run_1/closeup.png
Region (14, 138) to (64, 188) µm. Cells in gray, sequential cells in the stronger gray; small squares are vias.
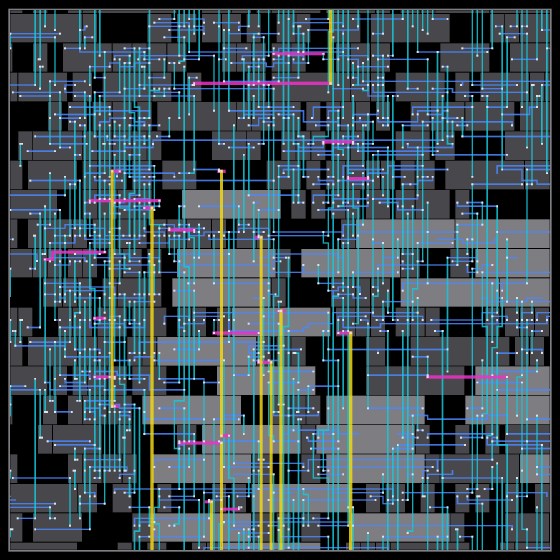
run_1/floorplan.png
Pins as bars on the die edge.
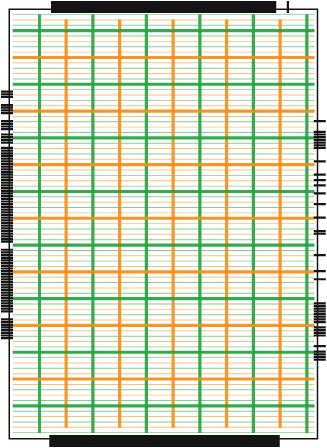
run_1/ff_map.png
Other sequential cells in the stronger gray, the rest of the logic in the fainter gray.
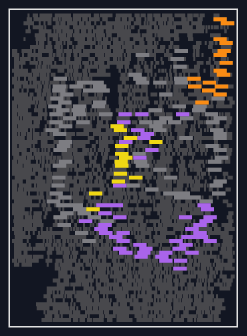
run_1/clock_nets.png
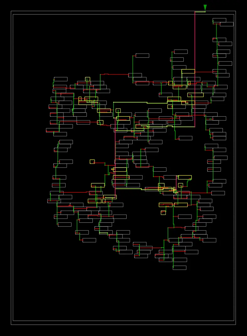
## src/rtl/fast_pkg.sv

```systemverilog
// Shared FAST pipeline definitions: ring geometry, magnitude width and the ring packing
// convention used by the thresholder, the corner scorer and the NMS stage.
package fast_pkg;

   localparam int RING_SIZE       = 16;
   localparam int DEFAULT_ARC_LEN = 9;

   // Thresholded difference magnitudes carry two guard bits above the pixel width.
   function automatic int arc_width(input int pixel_width);
      return pixel_width + 2;
   endfunction

   // Ring pixel idx of a flattened magnitude bus sits at [ring_lsb(idx, width) +: width].
   function automatic int ring_lsb(input int idx, input int width);
      return idx * width;
   endfunction

endpackage

```

## src/rtl/fast_arc_detect.sv

```systemverilog
// Registered per-rotation arc terms: bit k is set when mask bits k..k+ARC_LEN-1 (mod 16)
// are all set. The caller OR-reduces the terms to decide whether an arc exists.
module fast_arc_detect
   import fast_pkg::*;
#(
   parameter int ARC_LEN = DEFAULT_ARC_LEN
) (
   input  logic                 clk,
   input  logic                 rst_n,
   input  logic                 ce,
   input  logic [RING_SIZE-1:0] mask,
   output logic [RING_SIZE-1:0] rot_terms
);

   logic [2*RING_SIZE-1:0] mask_wrap;
   logic [RING_SIZE-1:0]   rot_next;
   logic [RING_SIZE-1:0]   rot_reg;

   // Doubling the mask turns the circular window into a plain part-select.
   assign mask_wrap = {mask, mask};

   generate
      for (genvar gi = 0; gi < RING_SIZE; gi++) begin : g_rot
         assign rot_next[gi] = &mask_wrap[gi +: ARC_LEN];
      end
   endgenerate

   always_ff @(posedge clk or negedge rst_n) begin
      if (!rst_n) begin
         rot_reg <= '0;
      end else if (ce) begin
         rot_reg <= rot_next;
      end
   end

   assign rot_terms = rot_reg;

endmodule

```

## src/rtl/fast_corner_score.sv

```systemverilog
// FAST corner decision and score: three-stage pipeline (arc terms + partial sums,
// arc OR + full sums, max-select), one candidate per enabled cycle.
module fast_corner_score
   import fast_pkg::*;
#(
   parameter int PIXEL_WIDTH = 8,
   parameter int ARC_LEN     = DEFAULT_ARC_LEN,
   parameter int SCORE_WIDTH = PIXEL_WIDTH + 6
) (
   input  logic                                         clk,
   input  logic                                         rst_n,
   input  logic                                         ce,
   input  logic                                         in_vld,
   input  logic [RING_SIZE-1:0]                         bright,
   input  logic [RING_SIZE-1:0]                         dark,
   input  logic [RING_SIZE*arc_width(PIXEL_WIDTH)-1:0]  ob_flat,
   input  logic [RING_SIZE*arc_width(PIXEL_WIDTH)-1:0]  od_flat,
   output logic                                         out_vld,
   output logic                                         corner,
   output logic [SCORE_WIDTH-1:0]                       score
);

   localparam int AW     = arc_width(PIXEL_WIDTH);
   localparam int PSUM_W = AW + 2;
   localparam int NQ     = RING_SIZE / 4;

   // ---------------- stage 1: arc terms, quarter sums ----------------
   logic [RING_SIZE-1:0]       rot_b_reg;
   logic [RING_SIZE-1:0]       rot_d_reg;
   logic [NQ-1:0][PSUM_W-1:0]  psum_b_next;
   logic [NQ-1:0][PSUM_W-1:0]  psum_d_next;
   logic [NQ-1:0][PSUM_W-1:0]  psum_b_reg;
   logic [NQ-1:0][PSUM_W-1:0]  psum_d_reg;
   logic                       vld1_reg;

   fast_arc_detect #(.ARC_LEN(ARC_LEN)) u_arc_bright (
      .clk       (clk),
      .rst_n     (rst_n),
      .ce        (ce),
      .mask      (bright),
      .rot_terms (rot_b_reg)
   );

   fast_arc_detect #(.ARC_LEN(ARC_LEN)) u_arc_dark (
      .clk       (clk),
      .rst_n     (rst_n),
      .ce        (ce),
      .mask      (dark),
      .rot_terms (rot_d_reg)
   );

   generate
      for (genvar gi = 0; gi < NQ; gi++) begin : g_quarter
         assign psum_b_next[gi] = PSUM_W'(ob_flat[ring_lsb(4*gi,   AW) +: AW])
                                + PSUM_W'(ob_flat[ring_lsb(4*gi+1, AW) +: AW])
                                + PSUM_W'(ob_flat[ring_lsb(4*gi+2, AW) +: AW])
                                + PSUM_W'(ob_flat[ring_lsb(4*gi+3, AW) +: AW]);
         assign psum_d_next[gi] = PSUM_W'(od_flat[ring_lsb(4*gi,   AW) +: AW])
                                + PSUM_W'(od_flat[ring_lsb(4*gi+1, AW) +: AW])
                                + PSUM_W'(od_flat[ring_lsb(4*gi+2, AW) +: AW])
                                + PSUM_W'(od_flat[ring_lsb(4*gi+3, AW) +: AW]);
      end
   endgenerate

   always_ff @(posedge clk or negedge rst_n) begin
      if (!rst_n) begin
         psum_b_reg <= '0;
         psum_d_reg <= '0;
         vld1_reg   <= 1'b0;
      end else if (ce) begin
         psum_b_reg <= psum_b_next;
         psum_d_reg <= psum_d_next;
         vld1_reg   <= in_vld;
      end
   end

   // ---------------- stage 2: arc OR-reduction, full sums ----------------
   logic                   arc_b_next;
   logic                   arc_d_next;
   logic [SCORE_WIDTH-1:0] sum_b_next;
   logic [SCORE_WIDTH-1:0] sum_d_next;
   logic                   arc_b_reg;
   logic                   arc_d_reg;
   logic [SCORE_WIDTH-1:0] sum_b_reg;
   logic [SCORE_WIDTH-1:0] sum_d_reg;
   logic                   vld2_reg;

   assign arc_b_next = |rot_b_reg;
   assign arc_d_next = |rot_d_reg;

   always_comb begin
      sum_b_next = '0;
      sum_d_next = '0;
      for (int q = 0; q < NQ; q++) begin
         sum_b_next = sum_b_next + SCORE_WIDTH'(psum_b_reg[q]);
         sum_d_next = sum_d_next + SCORE_WIDTH'(psum_d_reg[q]);
      end
   end

   always_ff @(posedge clk or negedge rst_n) begin
      if (!rst_n) begin
         arc_b_reg <= 1'b0;
         arc_d_reg <= 1'b0;
         sum_b_reg <= '0;
         sum_d_reg <= '0;
         vld2_reg  <= 1'b0;
      end else if (ce) begin
         arc_b_reg <= arc_b_next;
         arc_d_reg <= arc_d_next;
         sum_b_reg <= sum_b_next;
         sum_d_reg <= sum_d_next;
         vld2_reg  <= vld1_reg;
      end
   end

   // ---------------- stage 3: corner flag and score select ----------------
   logic                   corner_next;
   logic [SCORE_WIDTH-1:0] score_next;
   logic                   corner_reg;
   logic [SCORE_WIDTH-1:0] score_reg;
   logic                   out_vld_reg;

   // When both arcs exist the larger sum wins; a tie keeps the bright sum.
   always_comb begin
      corner_next = arc_b_reg | arc_d_reg;
      score_next  = '0;
      case ({arc_b_reg, arc_d_reg})
         2'b10:   score_next = sum_b_reg;
         2'b01:   score_next = sum_d_reg;
         2'b11:   score_next = (sum_d_reg > sum_b_reg) ? sum_d_reg : sum_b_reg;
         default: score_next = '0;
      endcase
   end

   always_ff @(posedge clk or negedge rst_n) begin
      if (!rst_n) begin
         corner_reg  <= 1'b0;
         score_reg   <= '0;
         out_vld_reg <= 1'b0;
      end else if (ce) begin
         corner_reg  <= corner_next;
         score_reg   <= score_next;
         out_vld_reg <= vld2_reg;
      end
   end

   assign out_vld = out_vld_reg;
   assign corner  = corner_reg;
   assign score   = score_reg;

endmodule

```

## config.mk

```make
export PLATFORM = sky130hd
export DESIGN_NAME = fast_corner_score
export DESIGN_NICKNAME = d
export VERILOG_FILES = /design/src/rtl/fast_pkg.sv /design/src/rtl/fast_arc_detect.sv /design/src/rtl/fast_corner_score.sv
export SDC_FILE = /design/constraint.sdc
export NUM_CORES = 1
export LEC_CHECK = 0
export ABC_AREA = 1
export CAP_MARGIN = 15
export CORE_ASPECT_RATIO = 1.4
export CORE_MARGIN = 1
export CORE_UTILIZATION = 55
export CTS_CLUSTER_DIAMETER = 150
export DETAILED_ROUTE_END_ITERATION = 10
export MAX_ROUTING_LAYER = met4
export PLACE_DENSITY = 0.85
export SYNTH_ARGS = -nofsm -noshare
export SYNTH_HDL_FRONTEND = slang
export SYNTH_SLANG_ARGS = --single-unit
export TNS_END_PERCENT = 1
```

## constraint.sdc

```tcl
create_clock -name clk -period 5.68 [get_ports clk]
set_input_delay 1.42 -clock clk [delete_from_list [all_inputs] [get_ports clk]]
set_output_delay 1.42 -clock clk [all_outputs]
set_load 0.05 [all_outputs]
```

==> CHANGELOG.md, run 1 <==
### Physical design

* Vias in the first global route at 16800
* Sequential Area at 4400 µm²
* Mapped Nets at 3007
* Rel. slew slack at 57.0%
* RSZ-0062 raised after global routing: false
* Tightest Hold Check Type: register to register
* Seq group at 1.99 mW
* Hold Vio Cnt, Final at 0
* Met3 usage in global routing at 2.83%
* Total power at 11.3 mW
* Top pwr grp: combinational cells
* LEAKAGE at 12.1 nW
* Seq/total area at 19.3%
* Pre-CTS WS at 0.918 ns
* Synth Area in Adders at 31.7%
* Non-filler cells, final at 3120
* WP data arrival at 4.68 ns
* Crit path launch type: primary input
* # rows at 78
* Post-Synth Simple-Gate Area at 17.2%
* Most frequent cells after synthesis: 672 x inv_1, 443 x nand2_1, 208 x fa_1
* Crit. End Element: register
* Wire length on met3 at 1280 µm
* Reg-to-reg critical path startpoint: psum_d_reg[13]$_DFFE_PN0P_
* Root Driver: clkbuf_16
* CTS tree: yes
* Most frequent CP cell: inv_1
* Minimum clock period at 4.32 ns
* R2R Path End: sum_d_reg[9]$_DFFE_PN0P_
* Final net count at 3359
* Skew-Pair Late Insertion Delay at 0.43 ns
* Power per cell area at 494 nW/µm²
* Initial antenna violation count at 0
* CP Capture Point: psum_b_reg[33]$_DFFE_PN0P_
* Most numerous logic cell after layout: inv_1
* Layout fillers at 2616
* WL met1 at 16500 µm
* Cts bufs inserted at 17
* Worst-path clk slew at 0.07 ns
* Count leader, synth: inv_1
* Clk network pwr share at 10.4%
* Setup WS post-layout at 1.36 ns
* Mux area share at 0%
* Yosys chip area at 18200 µm²
* Flip-flops with a built-in enable at 0
* P_clk at 1.18 mW
* Top logic cells by instance count in the layout: 671 x inv_1, 443 x nand2_1, 369 x clkdlybuf4s50_1, 208 x fa_1, 176 x dfrtp_1
* DP Wirelength at 38200 µm
* Area grow syn2layout at 25.7%
* Total gr overflow at 0
* Top area cell types: dfrtp_1 24%, fa_1 23%, inv_1 14%
* Init Core Util at 56.0%
* Synth async-reset ratio at 100%
* Hold slack at 0.475 ns
* Final instance area at 22900 µm²
* Sequential Power Share at 17.6%
* Die height at 217 µm
* Hold_buf cts at 0
* Vias at 16000
* Leading cell kind: multi-input combinational cells
* WP depth at 16
* Switching share of power at 50.2%
* Yosys cell count at 2315
* Seq/Total Area, Yosys at 24.2%
* Pint at 5.63 mW
* P_sw at 5.68 mW
* Largest delay contributor family on the critical path: adder cells
* Slew @ Worst Pin at 0.645 ns
* Post-CTS sizing at 0
* CORE AREA at 32500 µm²
* Comb gates at 1424
* Total GRT Usage at 28.7%
* CP Data Required Time at 6.05 ns
* N_diodes at 0
* Total iterations of the first detailed-routing run at 6
* Final GP Congestion at 0.919
* Mean post-synth cell area at 7.86 µm²
* Drt drc at 0
* First-iteration detailed-routing DRC count at 834
* Clock buffer depth at 2
* Min-delay src: out_vld$_DFFE_PN0P_
* Synth Cell Area at 18200 µm²
* Synth logic family: adder cells
* Area leader, netlist: dfrtp_1
* Crit. Startpoint: ob_flat[81]
* CP Cell Sequence: clkdlybuf4s50_1, inv_1, fa_1, inv_1, fa_1, ha_1, inv_1, fa_1, inv_1, nand2_1, o21ai_1, a21oi_1, o21bai_1, xor2_1, nand2_1, nand2_1
* Critical path class: primary input to register
* Die area at 33800 µm²
* R2R setup slack at 2.47 ns
* Crit-path slowest cell: fa_1
* Met2 routed WL at 25200 µm
* #FFs+latches synth at 176
* Layout clock area frac at 2.57%
* Logic cell area at 11000 µm²
* CTS Sinks at 176
* Die width at 156 µm
* First-pass GRT wire length at 75400 µm
* Bufs w/o clock at 376
* Main flop type after synthesis: dfrtp_1
* Slew Limit Fails at 0
* Worst path max stage delay at 0.52 ns
* Crit share post-route at 76.0%
* Ao+oa area frac at 9.73%
* Share of cells above drive strength 1 at 2.65%
* Buffering overhead at 16.5%
* GR Layer Usage met1 at 29.8%
* Grt peak-use layer: met2
* Fin Setup TNS at 0 ns
* Max frequency at 0.232 GHz
* Hold endpoint: out_vld$_DFFE_PN0P_
* Distinct cells, synth at 43
* Placed Cells incl. Taps at 3088
* Post-Syn Instances at 2315
* Port buffer count at 371
* Max-cap viol count at 0
* Top cell type's share of synthesized area at 24.2%
* Uppermost layer routed: met4
* Number of routed nets with antenna violations at 0
* # IOs at 372
* P_comb at 8.14 mW
* Outcome: completed
* Final wirelength at 45200 µm
* CP Max Fanout at 3
* Htree depth at 4
* Multi-input gate share of total cell area at 48.2%
* Hold path cells at 2
Back to the opening pictures, closeup.png:
- cyan: M2
- yellow: M4
- magenta: M3
- blue: M1
- most frequent: nand2_1 (59), inv_1 (51)
- netlist names of flops here include: psum_b_reg (23)
- cells with their middle in the window: 247
- sequential cells in the window: 23

Back to the opening pictures, floorplan.png:
- green: VSS
- orange: VDD
- signal pins: 372
- met4 straps: 11
- met1 rails: 79
- rows: 78

Back to the opening pictures, ff_map.png:
- purple: psum_d_reg (flops 48)
- yellow: sum_b_reg (flops 14; where center)
- orange: u_arc_dark.rot_terms (flops 16; where upper right)

Back to the opening pictures, clock_nets.png:
CLK BUF: 19
number of sequential cells: 176
Worst Skew: 0.00961 ns

==> run 1 -> run 2 <==
--- a/config.mk
+++ b/config.mk
@@ -9,11 +9,11 @@
 export CAP_MARGIN = 15
 export CORE_ASPECT_RATIO = 1.4
 export CORE_MARGIN = 1
-export CORE_UTILIZATION = 55
+export CORE_UTILIZATION = 48
 export CTS_CLUSTER_DIAMETER = 150
 export DETAILED_ROUTE_END_ITERATION = 10
 export MAX_ROUTING_LAYER = met4
-export PLACE_DENSITY = 0.85
+export PLACE_DENSITY = 0.78
 export SYNTH_ARGS = -nofsm -noshare
 export SYNTH_HDL_FRONTEND = slang
 export SYNTH_SLANG_ARGS = --single-unit
==> constraint.sdc (replaced) <==
create_clock -name clk -period 3.9 [get_ports clk]
set_input_delay 0.975 -clock clk [delete_from_list [all_inputs] [get_ports clk]]
set_output_delay 0.975 -clock clk [all_outputs]
set_load 0.05 [all_outputs]
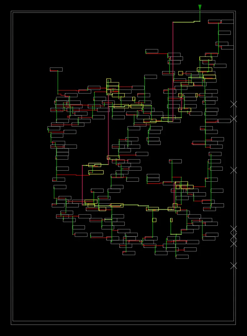
run_2/clock_nets.png
cts bufs inserted: 17
Worst Skew: 0.0140 ns
CLK BUF: 21

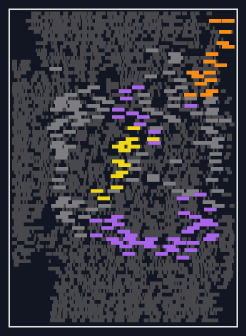
run_2/ff_map.png
Other sequential cells in the stronger gray, the rest of the logic in the fainter gray.
- purple: psum_d_reg (flops 48)
- yellow: sum_b_reg (flops 14; where center)
- orange: u_arc_dark.rot_terms (flops 16; where upper right)
- not colored: 98

==> CHANGELOG.md, run 2 <==
### Physical design

* Die height at 232 µm (was 217 µm)
* Top pwr grp: combinational cells (unchanged)
* Yosys chip area at 18200 µm² (unchanged)
* WP depth at 15 (was 16)
* Clk network pwr share at 10.7% (was 10.4%)
* Port buffer count at 371 (unchanged)
* Multi-input gate share of total cell area at 47.2% (was 48.2%)
* Top area cell types: dfrtp_1 24%, fa_1 23%, inv_1 14% (unchanged)
* Power per cell area at 714 nW/µm² (was 494 nW/µm²)
* Ao+oa area frac at 9.73% (unchanged)
* Wire length on met3 at 1160 µm (was 1280 µm)
* Min-delay src: out_vld$_DFFE_PN0P_ (unchanged)
* RSZ-0062 raised after global routing: true (was false)
* Seq/total area at 18.8% (was 19.3%)
* Total gr overflow at 0 (unchanged)
* Main flop type after synthesis: dfrtp_1 (unchanged)
* Tightest Hold Check Type: register to register (unchanged)
* DP Wirelength at 37800 µm (was 38200 µm)
* Slew @ Worst Pin at 0.782 ns (was 0.645 ns)
* Grt peak-use layer: met2 (unchanged)
* Hold Vio Cnt, Final at 0 (unchanged)
* Final GP Congestion at 0.916 (was 0.919)
* Rel. slew slack at 47.9% (was 57.0%)
* Post-Synth Simple-Gate Area at 17.2% (unchanged)
* Drt drc at 7 (was 0)
* Post-Syn Instances at 2315 (unchanged)
* Crit. Startpoint: ob_flat[81] (unchanged)
* Total iterations of the first detailed-routing run at 11 (was 6)
* CTS tree: yes (unchanged)
* Total power at 16.7 mW (was 11.3 mW)
* Most frequent cells after synthesis: 672 x inv_1, 443 x nand2_1, 208 x fa_1 (unchanged)
* Layout clock area frac at 2.62% (was 2.57%)
* Count leader, synth: inv_1 (unchanged)
* Seq/Total Area, Yosys at 24.2% (unchanged)
* Crit-path slowest cell: fa_1 (unchanged)
* Top logic cells by instance count in the layout: 671 x inv_1, 443 x nand2_1, 369 x clkdlybuf4s50_1, 208 x fa_1, 176 x dfrtp_1 (unchanged)
* WL met1 at 16600 µm (was 16500 µm)
* # IOs at 372 (unchanged)
* GR Layer Usage met1 at 25.6% (was 29.8%)
* Skew-Pair Late Insertion Delay at 0.43 ns (about the same)
* Setup WS post-layout at 0.0739 ns (was 1.36 ns)
* Flip-flops with a built-in enable at 0 (unchanged)
* CP Max Fanout at 3 (unchanged)
* Slew Limit Fails at 0 (unchanged)
* Outcome: complete, but fails checks (was completed)
* P_sw at 8.20 mW (was 5.68 mW)
* Sequential Power Share at 17.4% (was 17.6%)
* Seq group at 2.90 mW (was 1.99 mW)
* P_comb at 12.0 mW (was 8.14 mW)
* Leading cell kind: multi-input combinational cells (unchanged)
* Area leader, netlist: dfrtp_1 (unchanged)
* Die area at 38700 µm² (was 33800 µm²)
* Mean post-synth cell area at 7.86 µm² (unchanged)
* Vias at 15800 (was 16000)
* Failing checks: DRC
* Fin Setup TNS at 0 ns (unchanged)
* Clock buffer depth at 2 (unchanged)
* First-iteration detailed-routing DRC count at 741 (was 834)
* Worst path max stage delay at 0.53 ns (was 0.52 ns)
* Final net count at 3417 (was 3359)
* #FFs+latches synth at 176 (unchanged)
* Total GRT Usage at 24.5% (was 28.7%)
* Buffering overhead at 18.1% (was 16.5%)
* Yosys cell count at 2315 (unchanged)
* CP Cell Sequence: clkdlybuf4s50_1, inv_1, fa_1, inv_1, fa_1, ha_2, inv_1, fa_1, inv_1, nand2_1, o21ai_2, a21oi_1, buf_4, xor2_1, o21ai_0 (was clkdlybuf4s50_1, inv_1, fa_1, inv_1, fa_1, ha_1, inv_1, fa_1, inv_1, nand2_1, o21ai_1, a21oi_1, o21bai_1, xor2_1, nand2_1, nand2_1)
* Root Driver: clkbuf_16 (unchanged)
* Layout fillers at 3308 (was 2616)
* Final wirelength at 44500 µm (was 45200 µm)
==> run 2 -> run 3 <==
--- a/config.mk
+++ b/config.mk
@@ -9,11 +9,12 @@
 export CAP_MARGIN = 15
 export CORE_ASPECT_RATIO = 1.4
 export CORE_MARGIN = 1
-export CORE_UTILIZATION = 48
+export CORE_UTILIZATION = 54
 export CTS_CLUSTER_DIAMETER = 150
 export DETAILED_ROUTE_END_ITERATION = 10
 export MAX_ROUTING_LAYER = met4
-export PLACE_DENSITY = 0.78
+export PLACE_DENSITY = 0.83
+export REMOVE_ABC_BUFFERS = 1
 export SYNTH_ARGS = -nofsm -noshare
 export SYNTH_HDL_FRONTEND = slang
 export SYNTH_SLANG_ARGS = --single-unit
==> constraint.sdc (replaced) <==
create_clock -name clk -period 3.71 [get_ports clk]
set_input_delay 0.9275 -clock clk [delete_from_list [all_inputs] [get_ports clk]]
set_output_delay 0.9275 -clock clk [all_outputs]
set_load 0.05 [all_outputs]
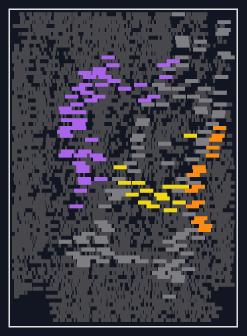
run_3/ff_map.png
Other sequential cells in the stronger gray, the rest of the logic in the fainter gray.
- yellow: sum_b_reg (flops 14)
- orange: u_arc_dark.rot_terms (flops 16; where middle right)
- purple: psum_d_reg (flops 48)
- not colored: 98

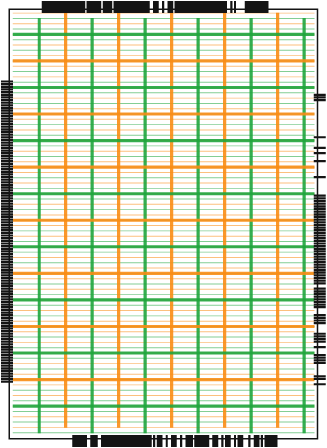
run_3/floorplan.png
Pins as bars on the die edge.
- orange: VDD
- green: VSS
- rows: 79
- met1 rails: 80

==> CHANGELOG.md, run 3 <==
### Physical design

* Outcome: completed (was complete, but fails checks)
* Layout fillers at 2628 (was 3308)
* CTS Sinks at 176 (unchanged)
* First-pass GRT wire length at 74700 µm (was 75100 µm)
* Die height at 219 µm (was 232 µm)
* Worst path max stage delay at 0.54 ns (was 0.53 ns)
* #FFs+latches synth at 176 (unchanged)
* Main flop type after synthesis: dfrtp_1 (unchanged)
* Hold slack at 0.451 ns (was 0.472 ns)
* Rel. slew slack at 50.3% (was 47.9%)
* Most frequent CP cell: inv_1 (unchanged)
* Init Core Util at 54.8% (was 48.6%)
* Count leader, synth: inv_1 (unchanged)
* Htree depth at 4 (unchanged)
* Non-filler cells, final at 3232 (was 3211)
* Setup WS post-layout at 0.115 ns (was 0.0739 ns)
* Cts bufs inserted at 17 (unchanged)
* First-iteration detailed-routing DRC count at 726 (was 741)
* Die area at 34400 µm² (was 38700 µm²)
* N_diodes at 0 (unchanged)
* Final wirelength at 45200 µm (was 44500 µm)
* Yosys cell count at 2315 (unchanged)
* # IOs at 372 (unchanged)
* Synth Area in Adders at 31.7% (unchanged)
* Port buffer count at 371 (unchanged)
* CP Max Fanout at 2 (was 3)
* Seq group at 3.04 mW (was 2.90 mW)
* Tightest Hold Check Type: primary input to asynchronous set/reset pin (was register to register)
* Root Driver: clkbuf_16 (unchanged)
* RSZ-0062 raised after global routing: true (unchanged)
* Top cell type's share of synthesized area at 24.2% (unchanged)
* Total power at 17.9 mW (was 16.7 mW)
* Post-Synth Simple-Gate Area at 17.2% (unchanged)
* CP Data Required Time at 4.01 ns (was 4.18 ns)
* Mux area share at 0% (unchanged)
* Crit share post-route at 96.9%
* Share of cells above drive strength 1 at 7.18% (was 4.82%)
* Clock buffer depth at 2 (unchanged)
* Distinct cells, synth at 43 (unchanged)
* Reg-to-reg critical path startpoint: psum_d_reg[1]$_DFFE_PN0P_ (unchanged)
* Crit. End Element: register (unchanged)
* Crit. Startpoint: od_flat[121] (was ob_flat[81])
* Top area cell types: dfrtp_1 24%, fa_1 23%, inv_1 14% (unchanged)
* Slew @ Worst Pin at 0.745 ns (was 0.782 ns)
* Layout clock area frac at 2.43% (was 2.62%)
* Multi-input gate share of total cell area at 46.7% (was 47.2%)
* Largest delay contributor family on the critical path: adder cells (unchanged)
* Total GRT Usage at 28.1% (was 24.5%)
* Bufs w/o clock at 484 (was 434)
* Flip-flops with a built-in enable at 0 (unchanged)
* Drt drc at 0 (was 7)
* CP Cell Sequence: clkdlybuf4s50_1, inv_1, fa_1, inv_1, fa_1, ha_1, inv_1, fa_1, inv_1, nand3_1, nand2_1, a21oi_1, o21ai_1, xnor2_1, o21ai_1 (was clkdlybuf4s50_1, inv_1, fa_1, inv_1, fa_1, ha_2, inv_1, fa_1, inv_1, nand2_1, o21ai_2, a21oi_1, buf_4, xor2_1, o21ai_0)
* # setup viols final at 0 (unchanged)
* Buffering overhead at 19.3% (was 18.1%)
* Met3 usage in global routing at 2.78% (was 1.96%)
* Leading cell kind: multi-input combinational cells (unchanged)
* Synth logic family: adder cells (unchanged)
* Final instance area at 23800 µm² (was 23400 µm²)
* Hold Vio Cnt, Final at 0 (unchanged)
* Total iterations of the first detailed-routing run at 5 (was 11)
* Hold_buf cts at 0 (unchanged)
* Pint at 9.09 mW (was 8.52 mW)
* Most numerous logic cell after layout: inv_1 (unchanged)
* # rows at 79 (was 84)
* Sequential Area at 4400 µm² (unchanged)
* Pre-CTS WS at -0.482 ns (was -0.410 ns)
* Skew-Pair Late Insertion Delay at 0.44 ns (was 0.43 ns)
* Crit path launch type: primary input (unchanged)
* Top logic cells by instance count in the layout: 665 x inv_1, 442 x nand2_1, 366 x clkdlybuf4s50_1, 204 x fa_1, 176 x dfrtp_1 (was 671 x inv_1, 443 x nand2_1, 369 x clkdlybuf4s50_1, 208 x fa_1, 176 x dfrtp_1)
* P_comb at 13.1 mW (was 12.0 mW)
* Placed Cells incl. Taps at 3200 (was 3179)
* Invs w/o clock at 672 (unchanged)
* Seq/total area at 18.5% (was 18.8%)
* Vias at 16200 (was 15800)
* Minimum clock period at 3.59 ns
* P_sw at 8.78 mW (was 8.20 mW)
* DP Wirelength at 37800 µm (about the same)
* CP Capture Point: psum_d_reg[45]$_DFFE_PN0P_ (was psum_b_reg[31]$_DFFE_PN0P_)
* Number of sequential cells at 176 (unchanged)
* P_clk at 1.76 mW (was 1.79 mW)
* Area leader, netlist: dfrtp_1 (unchanged)
* WP depth at 15 (unchanged)
* Final net count at 3467 (was 3417)
* Synth async-reset ratio at 100% (unchanged)
* Fin Setup TNS at 0 ns (unchanged)
* Most frequent cells after synthesis: 672 x inv_1, 443 x nand2_1, 208 x fa_1 (unchanged)
* Critical path class: primary input to register (unchanged)
* Mean post-synth cell area at 7.86 µm² (unchanged)
* R2R Path End: sum_d_reg[9]$_DFFE_PN0P_ (unchanged)
* CTS tree: yes (unchanged)
* Top pwr grp: combinational cells (unchanged)
* WL met1 at 17900 µm (was 16600 µm)
* Wire length on met3 at 1710 µm (was 1160 µm)
* Post-Syn Instances at 2315 (unchanged)
* Grt peak-use layer: met2 (unchanged)
* Worst Skew at 0.00969 ns (was 0.0140 ns)
* Initial antenna violation count at 0 (unchanged)
* Sequential Power Share at 17.0% (was 17.4%)
* CLK BUF at 23 (was 21)
* Die width at 157 µm (was 167 µm)
* Post-CTS sizing at 1 (was 0)
* Crit-path slowest cell: fa_1 (unchanged)
* Clk network pwr share at 9.8% (was 10.7%)
* WP data arrival at 3.89 ns (was 4.10 ns)
* Max-cap viol count at 0 (unchanged)
* Area grow syn2layout at 30.5% (was 28.7%)
* Final GP Congestion at 0.906 (was 0.916)
* Ao+oa area frac at 9.73% (unchanged)
* Worst-path clk slew at 0.07 ns (was 0.06 ns)
* Logic cell area at 11100 µm² (was 11000 µm²)
* Vias in the first global route at 16700 (about the same)
* Number of routed nets with antenna violations at 0 (unchanged)
* Yosys chip area at 18200 µm² (unchanged)
* Total gr overflow at 0 (unchanged)
* Uppermost layer routed: met4 (unchanged)
* Met2 routed WL at 24600 µm (was 25300 µm)
* Power per cell area at 752 nW/µm² (was 714 nW/µm²)
* Max frequency at 0.278 GHz
* GR Layer Usage met1 at 31.6% (was 25.6%)
* R2R setup slack at 0.53 ns (was 0.77 ns)
No activity file was given, so power comes from the tool's default toggle rates.
